### src/rtl/lut6_cfg_ctrl.sv
// Runtime-programmable LUT6 bank. INIT quarters stream into a shadow bank and are
// copied into the active bank on commit; a registered port evaluates active slots.
module lut6_cfg_ctrl #(
    parameter int          NUM_SLOTS = 4,
    parameter int          SLOT_W    = 2,
    parameter logic [63:0] INIT_RST  = 64'h0
) (
    input  logic                 i_clk,
    input  logic                 i_rst,
    input  logic                 i_cfg_valid,
    output logic                 o_cfg_ready,
    input  logic [SLOT_W-1:0]    i_cfg_slot,
    input  logic [15:0]          i_cfg_data,
    input  logic                 i_commit_req,
    output logic                 o_commit_done,
    output logic [NUM_SLOTS-1:0] o_dirty,
    output logic                 o_busy,
    input  logic                 i_ev_valid,
    input  logic [SLOT_W-1:0]    i_ev_slot,
    input  logic [5:0]           i_ev_in,
    output logic                 o_ev_ovalid,
    output logic                 o_ev_o5,
    output logic                 o_ev_o6
);

    typedef enum logic [1:0] {
        ST_IDLE   = 2'd0,
        ST_LOAD   = 2'd1,
        ST_COMMIT = 2'd2
    } state_t;

    state_t                r_state;
    state_t                w_state_nxt;
    logic [SLOT_W-1:0]     r_slot;
    logic [1:0]            r_cnt;
    logic [1:0]            w_cnt_nxt;
    logic                  r_pending;
    logic                  w_pending_nxt;
    logic                  w_beat;
    logic                  w_load_done;
    logic                  w_commit;
    logic [SLOT_W-1:0]     w_wr_slot;
    logic                  w_cfg_ready;

    logic [63:0]           r_shadow [NUM_SLOTS];
    logic [63:0]           r_active [NUM_SLOTS];
    logic [NUM_SLOTS-1:0]  r_dirty;
    logic                  r_ev_ovalid;
    logic                  r_ev_o5;
    logic                  r_ev_o6;

    always_ff @(posedge i_clk or posedge i_rst) begin
        if (i_rst) begin
            r_state   <= ST_IDLE;
            r_cnt     <= 2'd0;
            r_pending <= 1'b0;
            r_slot    <= '0;
        end else begin
            r_state   <= w_state_nxt;
            r_cnt     <= w_cnt_nxt;
            r_pending <= w_pending_nxt;
            if (r_state == ST_IDLE && i_cfg_valid)
                r_slot <= i_cfg_slot;
        end
    end

    always_comb begin
        w_state_nxt   = r_state;
        w_cnt_nxt     = r_cnt;
        w_pending_nxt = r_pending;
        w_cfg_ready   = 1'b0;
        w_beat        = 1'b0;
        w_load_done   = 1'b0;
        w_commit      = 1'b0;
        w_wr_slot     = r_slot;
        case (r_state)
            ST_IDLE: begin
                w_cfg_ready = 1'b1;
                w_wr_slot   = i_cfg_slot;
                if (i_cfg_valid) begin
                    // beat wins over a simultaneous commit; the commit waits as pending
                    w_beat      = 1'b1;
                    w_state_nxt = ST_LOAD;
                    w_cnt_nxt   = 2'd1;
                    if (i_commit_req)
                        w_pending_nxt = 1'b1;
                end else if (i_commit_req || r_pending) begin
                    w_state_nxt = ST_COMMIT;
                end
            end
            ST_LOAD: begin
                w_cfg_ready = 1'b1;
                if (i_commit_req)
                    w_pending_nxt = 1'b1;
                if (i_cfg_valid) begin
                    w_beat    = 1'b1;
                    w_cnt_nxt = r_cnt + 2'd1;
                    if (r_cnt == 2'd3) begin
                        w_load_done = 1'b1;
                        w_state_nxt = (r_pending || i_commit_req) ? ST_COMMIT : ST_IDLE;
                    end
                end
            end
            ST_COMMIT: begin
                w_commit      = 1'b1;
                w_pending_nxt = 1'b0;
                w_cnt_nxt     = 2'd0;
                w_state_nxt   = ST_IDLE;
            end
            default: begin
                w_state_nxt   = ST_IDLE;
                w_cnt_nxt     = 2'd0;
                w_pending_nxt = 1'b0;
            end
        endcase
    end

    // Shadow/active banks and dirty tracking
    always_ff @(posedge i_clk or posedge i_rst) begin
        if (i_rst) begin
            for (int i = 0; i < NUM_SLOTS; i++) begin
                r_shadow[i] <= INIT_RST;
                r_active[i] <= INIT_RST;
            end
            r_dirty <= '0;
        end else begin
            if (w_beat)
                r_shadow[w_wr_slot][{r_cnt, 4'b0000} +: 16] <= i_cfg_data;
            if (w_commit) begin
                for (int i = 0; i < NUM_SLOTS; i++) begin
                    if (r_dirty[i])
                        r_active[i] <= r_shadow[i];
                end
                r_dirty <= '0;
            end else if (w_load_done) begin
                r_dirty[r_slot] <= 1'b1;
            end
        end
    end

    // Evaluation reads the pre-edge active bank, so a read in the commit cycle sees old content
    always_ff @(posedge i_clk or posedge i_rst) begin
        if (i_rst) begin
            r_ev_ovalid <= 1'b0;
            r_ev_o5     <= 1'b0;
            r_ev_o6     <= 1'b0;
        end else begin
            r_ev_ovalid <= i_ev_valid;
            if (i_ev_valid) begin
                r_ev_o6 <= r_active[i_ev_slot][i_ev_in];
                r_ev_o5 <= r_active[i_ev_slot][{1'b0, i_ev_in[4:0]}];
            end
        end
    end

    assign o_cfg_ready   = w_cfg_ready;
    assign o_commit_done = (r_state == ST_COMMIT);
    assign o_dirty       = r_dirty;
    assign o_busy        = (r_state != ST_IDLE) || r_pending;
    assign o_ev_ovalid   = r_ev_ovalid;
    assign o_ev_o5       = r_ev_o5;
    assign o_ev_o6       = r_ev_o6;

endmodule

### config.mk
export PLATFORM = sky130hd
export DESIGN_NAME = lut6_cfg_ctrl
export DESIGN_NICKNAME = d
export VERILOG_FILES = /design/src/rtl/lut6_cfg_ctrl.sv
export SDC_FILE = /design/constraint.sdc
export NUM_CORES = 1
export LEC_CHECK = 0
export CAP_MARGIN = 20
export CORE_ASPECT_RATIO = 0.9
export CORE_MARGIN = 2
export CORE_UTILIZATION = 40
export DETAILED_ROUTE_END_ITERATION = 6
export GPL_TIMING_DRIVEN = 0
export PLACE_DENSITY = 0.6
export SLEW_MARGIN = 20
export SYNTH_ARGS = -nofsm -noshare
export SYNTH_HDL_FRONTEND = slang
export SYNTH_SLANG_ARGS = --single-unit
### constraint.sdc
create_clock -name i_clk -period 54.3 [get_ports i_clk]
set_input_delay 16.29 -clock i_clk [delete_from_list [all_inputs] [get_ports i_clk]]
set_output_delay 16.29 -clock i_clk [all_outputs]
set_load 0.01 [all_outputs]
==> impl_metrics.csv <==
group,metric,value,unit
setup_path,crit_path_max_fanout,10,
finish,final_layout_top_logic_cells,"dfrtp_1 (526), nand2_1 (345), mux2_2 (259), o21ai_0 (239), clkbuf_1 (115)",
final_timing,timing.max_slew.rel_slack,27.8,%
global_route,overflow,0,
run,tool_warnings,34,
logic_synthesis,synth_cell_type_count,50,
logic_synthesis,fp_nets,1760,
logic_synthesis,synth_seq_share,60.8,%
global_route,grt_pass1_vias,14700,
setup_path,max_stage_delay,0.75,ns
logic_synthesis,synth.cellmix.simpleShare,8.03,%
global_route,track_usage,22.4,%
setup_path,timing.rr.start,"r_cnt[0]$_DFFE_PP0P_",
setup_path,path_class,"in2reg",
run_status,status,"completed",
clock_tree,cts_setup_buffers,0,
clock_tree,clkLatencyLatePin,0.61,ns
logic_synthesis,ys_warn_count,0,
setup_path,cp.arrival,19.46,ns
setup_path,required,54.77,ns
drt,wl_met3,3.85,mm
clock_tree,root_buffer,"clkbuf_16",
power_and_ir_drop,power_leader,"registers",
finish,lay_top_count,"dfrtp_1",
setup_path,rrSetupSlack,51.09,ns
setup_path,critPathLaunch,"i_ev_in[1]",
finish,regArea,13200,sq um
setup_path,crit_chain,"clkdlybuf4s50_1 > buf_1 > buf_1 > mux4_2 > o2111ai_1 > nand4_1 > nand4_1 > o311ai_1",
setup_path,cp.depth,8,
drt,remaining_drc_errors,0,
clock_tree,cts_buffers,55,
floorplan,fp.dieH,225,microns
[layer usage]
layer / vias to the layer above / GRT usage (%)
met2: 428 / 34.1
met3: 115 / 4.46
met4: 0 / 8.59
met5: - / 0
met1: 7437 / 31.8
li1: 6239 / -
[worst min-delay path: stages (launching register included)]
cell and delay (ns):
dfrtp_1 0.34, nand2_1 0.04, o21ai_0 0.06
[metrics by stage]
stage | instance area (sq um) | worst slack, ns | cells | util, % | hold slack (ns)
finish | 24900 | 35.30 | 2565 | 46.7 | 0.473
detailed placement | 23000 | 34.77 | 2462 | 43.2 | 0.466
global placement | 22900 | 17.81 | 2456 | 42.9 | 0.457
floorplan | 21600 | 23.31 | 1723 | - | 0.446
global route | 24900 | 35.20 | 2563 | 46.7 | 0.495
CTS | 24800 | 35.36 | 2562 | 46.7 | 0.479
[synth_stat cells (all sizes together)]
| cell | n | area, sq um |
|---|---|---|
| a2111oi | 1 | 8.76 |
| a21oi | 10 | 50.1 |
| a221oi | 3 | 32.5 |
| a22oi | 3 | 22.5 |
| a31oi | 3 | 18.8 |
| and2 | 2 | 12.5 |
| and3 | 1 | 6.26 |
| and4 | 1 | 8.76 |
| and4b | 1 | 10.0 |
| buf | 20 | 140 |
| clkbuf | 95 | 357 |
| clkinv | 1 | 3.75 |
| dfrtp | 526 | 13200 |
| ha | 6 | 75.1 |
| inv | 11 | 41.3 |
| mux2 | 259 | 2920 |
| mux2i | 22 | 220 |
| mux4 | 62 | 1410 |
| nand2 | 345 | 1290 |
| nand2b | 7 | 43.8 |
| nand3 | 14 | 70.1 |
| nand3b | 1 | 7.51 |
| nand4 | 2 | 12.5 |
| nor2 | 15 | 56.3 |
| nor2b | 6 | 37.5 |
| nor3 | 3 | 15.0 |
| nor3b | 5 | 37.5 |
| nor4 | 3 | 18.8 |
| nor4b | 2 | 17.5 |
| o2111ai | 3 | 26.3 |
| o211ai | 1 | 7.51 |
| o21a | 1 | 7.51 |
| o21ai | 264 | 1320 |
| o221ai | 1 | 8.76 |
| o22a | 1 | 8.76 |
| o22ai | 3 | 18.8 |
| o311a | 1 | 10.0 |
| o311ai | 2 | 17.5 |
| o31ai | 2 | 15.0 |
| or2 | 13 | 81.3 |
| or4 | 1 | 7.51 |
[worst min-delay path by stage]
stage	slack, ns	cells after the start	start	endpoint
global route	0.50	2	r_shadow[99]$_DFFE_PP0P_	r_shadow[99]$_DFFE_PP0P_
finish	0.47	2	r_shadow[52]$_DFFE_PP0P_	r_shadow[52]$_DFFE_PP0P_
floorplan	0.45	2	r_shadow[0]$_DFFE_PP0P_	r_shadow[0]$_DFFE_PP0P_
CTS	0.48	2	r_shadow[117]$_DFFE_PP0P_	r_shadow[117]$_DFFE_PP0P_
global placement	0.46	2	r_shadow[133]$_DFFE_PP0P_	r_shadow[133]$_DFFE_PP0P_
detailed placement	0.47	2	r_shadow[133]$_DFFE_PP0P_	r_shadow[133]$_DFFE_PP0P_
[cell type report]
class	count	area share (%)
timing repair buffer	42	2.03
sequential	526	53.0
buffer	115	2.00
inverter	12	0.211
antenna	3	0.0302
multi-input combinational	1070	31.9
tap	697	3.51
clock inverter	14	0.795
clock buffer	86	6.54
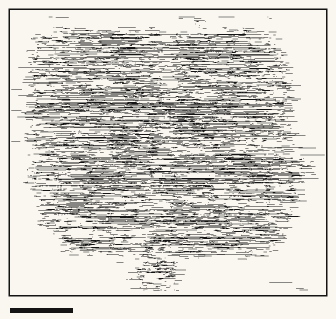
**Above:** signal wires on met1.
Scale bar: 50 microns.
share of all routed wire = 45%
longest straight run = 69.9 microns
nets with wire on the layer = 1763
via count: 14200
GR Util met1: 31.8%
final WL: 60.8 mm

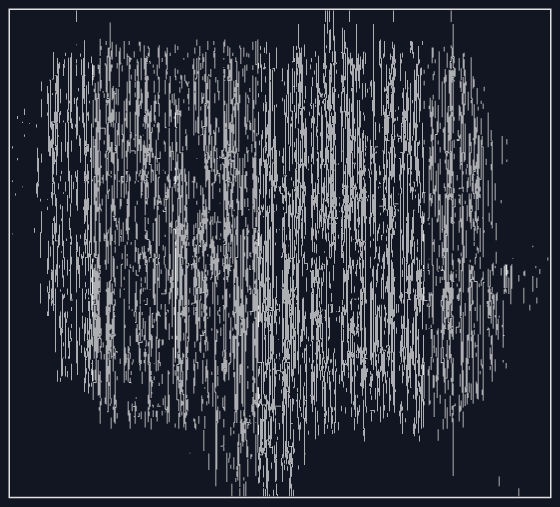
**Above:** met2 routing.
wire length on this layer = 27.1 mm
main direction = vertical
nets with wire on the layer = 1615

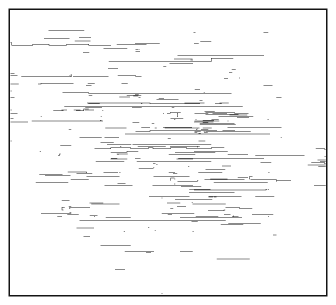
**Above:** met3 routing.
share of all routed wire = 6.3%
main direction = horizontal
longest straight run = 140 microns
wire length on this layer = 3850 microns

